Design irq_input_conditioner, sky130hd; sources not shown.
### Logic cells by family

Drawn at 3 px/um.
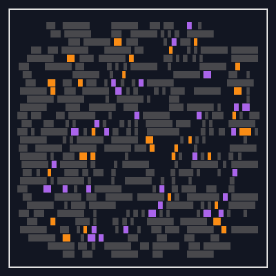
| color | family | cells |
|---|---|---|
| orange | NOR gates | 30 |
| purple | inverting AOI/OAI gates | 30 |
number of standard cells in the final layout excluding fillers: 383
multi-input combinational area share: 0.2501
most used logic cell in the final layout: sky130_fd_sc_hd__dfrtp_1

### Clock routing

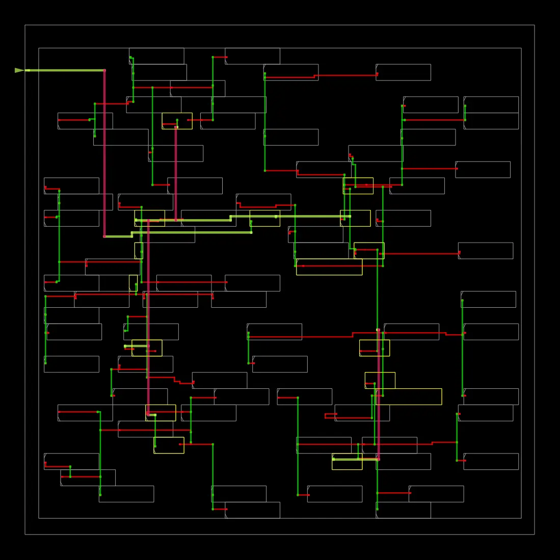
Fin Clk Skew: 0.006732 ns
clk_buf instances: 14

### Wiring by layer

Drawn at 6 px/um.
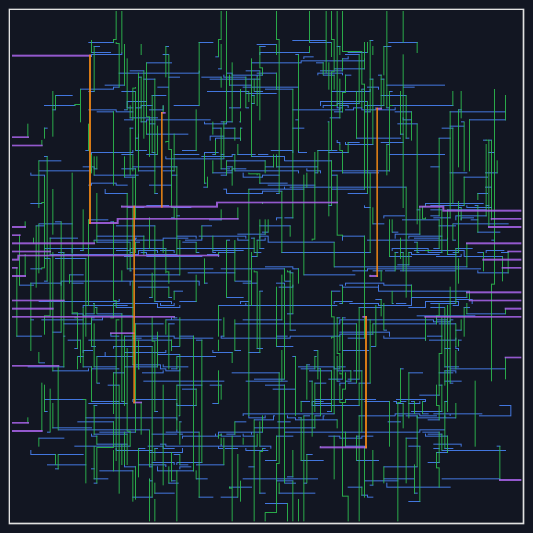
| color | layer | wire length |
|---|---|---|
| green | met2 | 2,910 um |
| blue | met1 | 2,410 um |
| orange | met4 | 126 um |
| purple | met3 | 305 um |
combined global-route utilization of all metal layers: 0.1692
routed wire length: 5750 um
Routed WL per cell: 15.01 um
via count: 1,931

==> flow_summary.yaml <==
# implementation run metrics
placement:
  place_area_mm2: 0.002884
  detailedPlacementHpwl_um: 3752
  routability_congestion: 0.7339
  placement.io_buffers: 0
  placement.setup.worst_slack_ns: 0.7091
  dpl.cell_count: 337
flow_run:
  maxCapViolations: 0
  log.warning_count: 28
worst_setup_path:
  crit_slowest_cell: "sky130_fd_sc_hd__dlygate4sd3_1"
  timing_worst_setup_path_type: "input pin to flop"
  critical_path.cell_chain: "dlygate4sd3_1, xnor2_1, dlygate4sd3_1"
  timing.critical_path.required_ns: 1.88
  worst_path_dominant_cell_family: "buffers and inverters"
  worstSetupEndpointType: "flop"
  cp.buffers_inverters: 2
  critPathMaxFanout: 1
  worst_r2r_path_depth: 2
  worstSetupPathDepth: 3
  path_common_cell: "sky130_fd_sc_hd__dlygate4sd3_1"
  cp_slowest_stage_delay_ns: 0.57
  critical_path.startpoint_type: "input pin"
  crit_arrival_ns: 1.44
  reg2reg_setup_slack_ns: 0.70
power_and_ir_drop:
  pwr-share-clk: 0.318
  switching_power_mw: 1.378
  internal_power_mw: 3.638
  pwr-share-seq: 0.513
  power_switching_share: 0.2748
  comb_power_share: 0.170
  power_leakage_nw: 1.525
  finalPower_mw: 5.016
  p_per_area_mw_per_mm2: 1468
  vdd_ir_drop_max_v: 0.0007713
final_timing:
  timing_worst_slew_pin_value_ns: 0.3148
  setup_viol: 0
  maxSlewViolCount: 0
  timing.final.crit_period_ns: 1.221
  final_hold_viol_count: 72
  whs_ns: -0.4870
  grt_setup_unrepaired: "no"
  setup_ws_ns: 0.4387
  fin_tns_setup_ns: 0
  timing.fmax_mhz: 818.8
  fin_crit_sh: 0.7357
  slew_headroom: 0.7893
layout:
  nets: 339
  fillerInstances: 728
  postLayoutCellArea_mm2: 0.003417
  area_delta_synth_final_pct: 22.58
  drive_above_1_share: 0.07516
  antenna_cells: 0
  finish.utilization: 0.5351
clocking:
  clock_tree.htree_level_count: 3
  clock_path_buffers: 2
  cts_setup_buffers: 0
  clkSlewWorstSetupHoldPaths_ns: 0.07
  cts_tree: "done"
  worst_skew_pair.late_latency_ns: 0.34
  cts_buffers: 9
  clock_tree.root_cell: "sky130_fd_sc_hd__clkbuf_8"
  post_cts_hold_buffer_count: 30
  cts_num_sinks: 72
  post_cts_resized: 0
outcome:
  run_status: "complete, but fails checks"
  failed_checks: "hold timing"
detailed_routing:
  route.detailed.vias_per_inst: 5.042
  remaining_drc_errors: 0
  drt_pre_antenna_iters: 4
  met2RoutedLength_um: 2909
  routed.top_layer: "met4"
  m1WireLength_um: 2410
  initialDrtViolationCount: 39
  final_ant_viol_nets: 0
  met3_length_um: 304
synth:
  post_synth_xor_area_fraction: 0.05027
  cell_count_listed_in_synth_stat_txt: 260
  netlist-cell-type-count: 17
  synthFlopType: "sky130_fd_sc_hd__dfrtp_1"
  synth_async_sr_flop_share: 1.000
  post_synthesis_instance_total: 260
  syn_area_mm2: 0.002788
  synth_seq_share: 0.6463
  enable_flop_cells: 0
  synth.area.mux_share: 0.03232
  synth.yosys.warnings: 0
  yosys.stat.chipArea_mm2: 0.002788
  post_synth_main_logic_family: "simple AND/OR/NAND/NOR gates"
  ys_ff: 72
  syn_avg_cell_area_um2: 10.72
  syn-num-nets: 298
  synthAdderAreaFrac: 0
  ao_oa_area_share: 0.06059
  ys_sh_simple: 0.1634
floorplanning:
  placementRows: 29
  floorplan.initialDensity: 0.4365
  core_mm2: 0.006386
  ioPinCount: 54
  fp.dieW_um: 85.47
  die_footprint_mm2: 0.007305
  fp.dieH_um: 85.47
global_routing:
  global_route.overflow_total: 0
  grt_util_met2: 0.2848
  first_global_vias: 2053
  wire_length_of_the_first_global_routing_pass_um: 9459
  gr-usage-met3: 0.05447
  number_of_antenna_violations_at_the_first_check_in_global_routing: 0
  grt_util_met1: 0.1932
  grt_max_degree: 73
  grt_most_used_layer: "met2"
min_path:
  min_path_type: "input pin to async pin"
final cells by class:
cell class / instances / area, um2 / area share
well taps: 77 / 96.34 / 0.02819
clock buffers: 14 / 172.7 / 0.05053
multi-input cells: 153 / 854.6 / 0.2501
inverters: 35 / 131.4 / 0.03845
flip-flops and latches: 72 / 1802 / 0.5273
clock inverters: 2 / 60.06 / 0.01758
repair buffers: 30 / 300.3 / 0.08788
power by group through the flow:
stage	logic, mW	clock network, mW	registers, mW
global placement	0.739	0	2.57
detailed placement	0.769	0	2.61
global route	0.965	1.70	2.64
floorplan	0.648	0	2.50
finish	0.851	1.59	2.57
CTS	0.860	1.64	2.58
Yosys cell counts (6+ instances only):
cell / count / area share
sky130_fd_sc_hd__a21oi_1: 15 / 0.027
sky130_fd_sc_hd__nor3b_1: 8 / 0.022
sky130_fd_sc_hd__nor2_1: 13 / 0.018
sky130_fd_sc_hd__nor3_1: 8 / 0.014
sky130_fd_sc_hd__xnor2_1: 16 / 0.050
sky130_fd_sc_hd__nand2_1: 46 / 0.062
sky130_fd_sc_hd__dfrtp_1: 72 / 0.65
sky130_fd_sc_hd__nand3_1: 17 / 0.031
sky130_fd_sc_hd__mux2_2: 8 / 0.032
sky130_fd_sc_hd__nand4_1: 6 / 0.013
sky130_fd_sc_hd__o211ai_1: 6 / 0.016
sky130_fd_sc_hd__o21ai_0: 6 / 0.011
sky130_fd_sc_hd__inv_1: 35 / 0.047
placed cells by master, fill, tap and decap left out, drive strengths merged:
cell         synthesis  final
o22ai                1      1
inv                 35     35
a21oi               15     15
o211ai               6      6
a21boi               1      1
bufinv               0      2
clkbuf               0     14
nor3b                8      8
nand3               17     17
nand2               46     46
nor2                14     14
mux2                 8      8
xnor2               16     16
dfrtp               72     72
o21ai                7      7
nand4                6      6
nor3                 8      8
dlygate4sd3          0     30
Power is estimated from default activity; no workload was simulated.
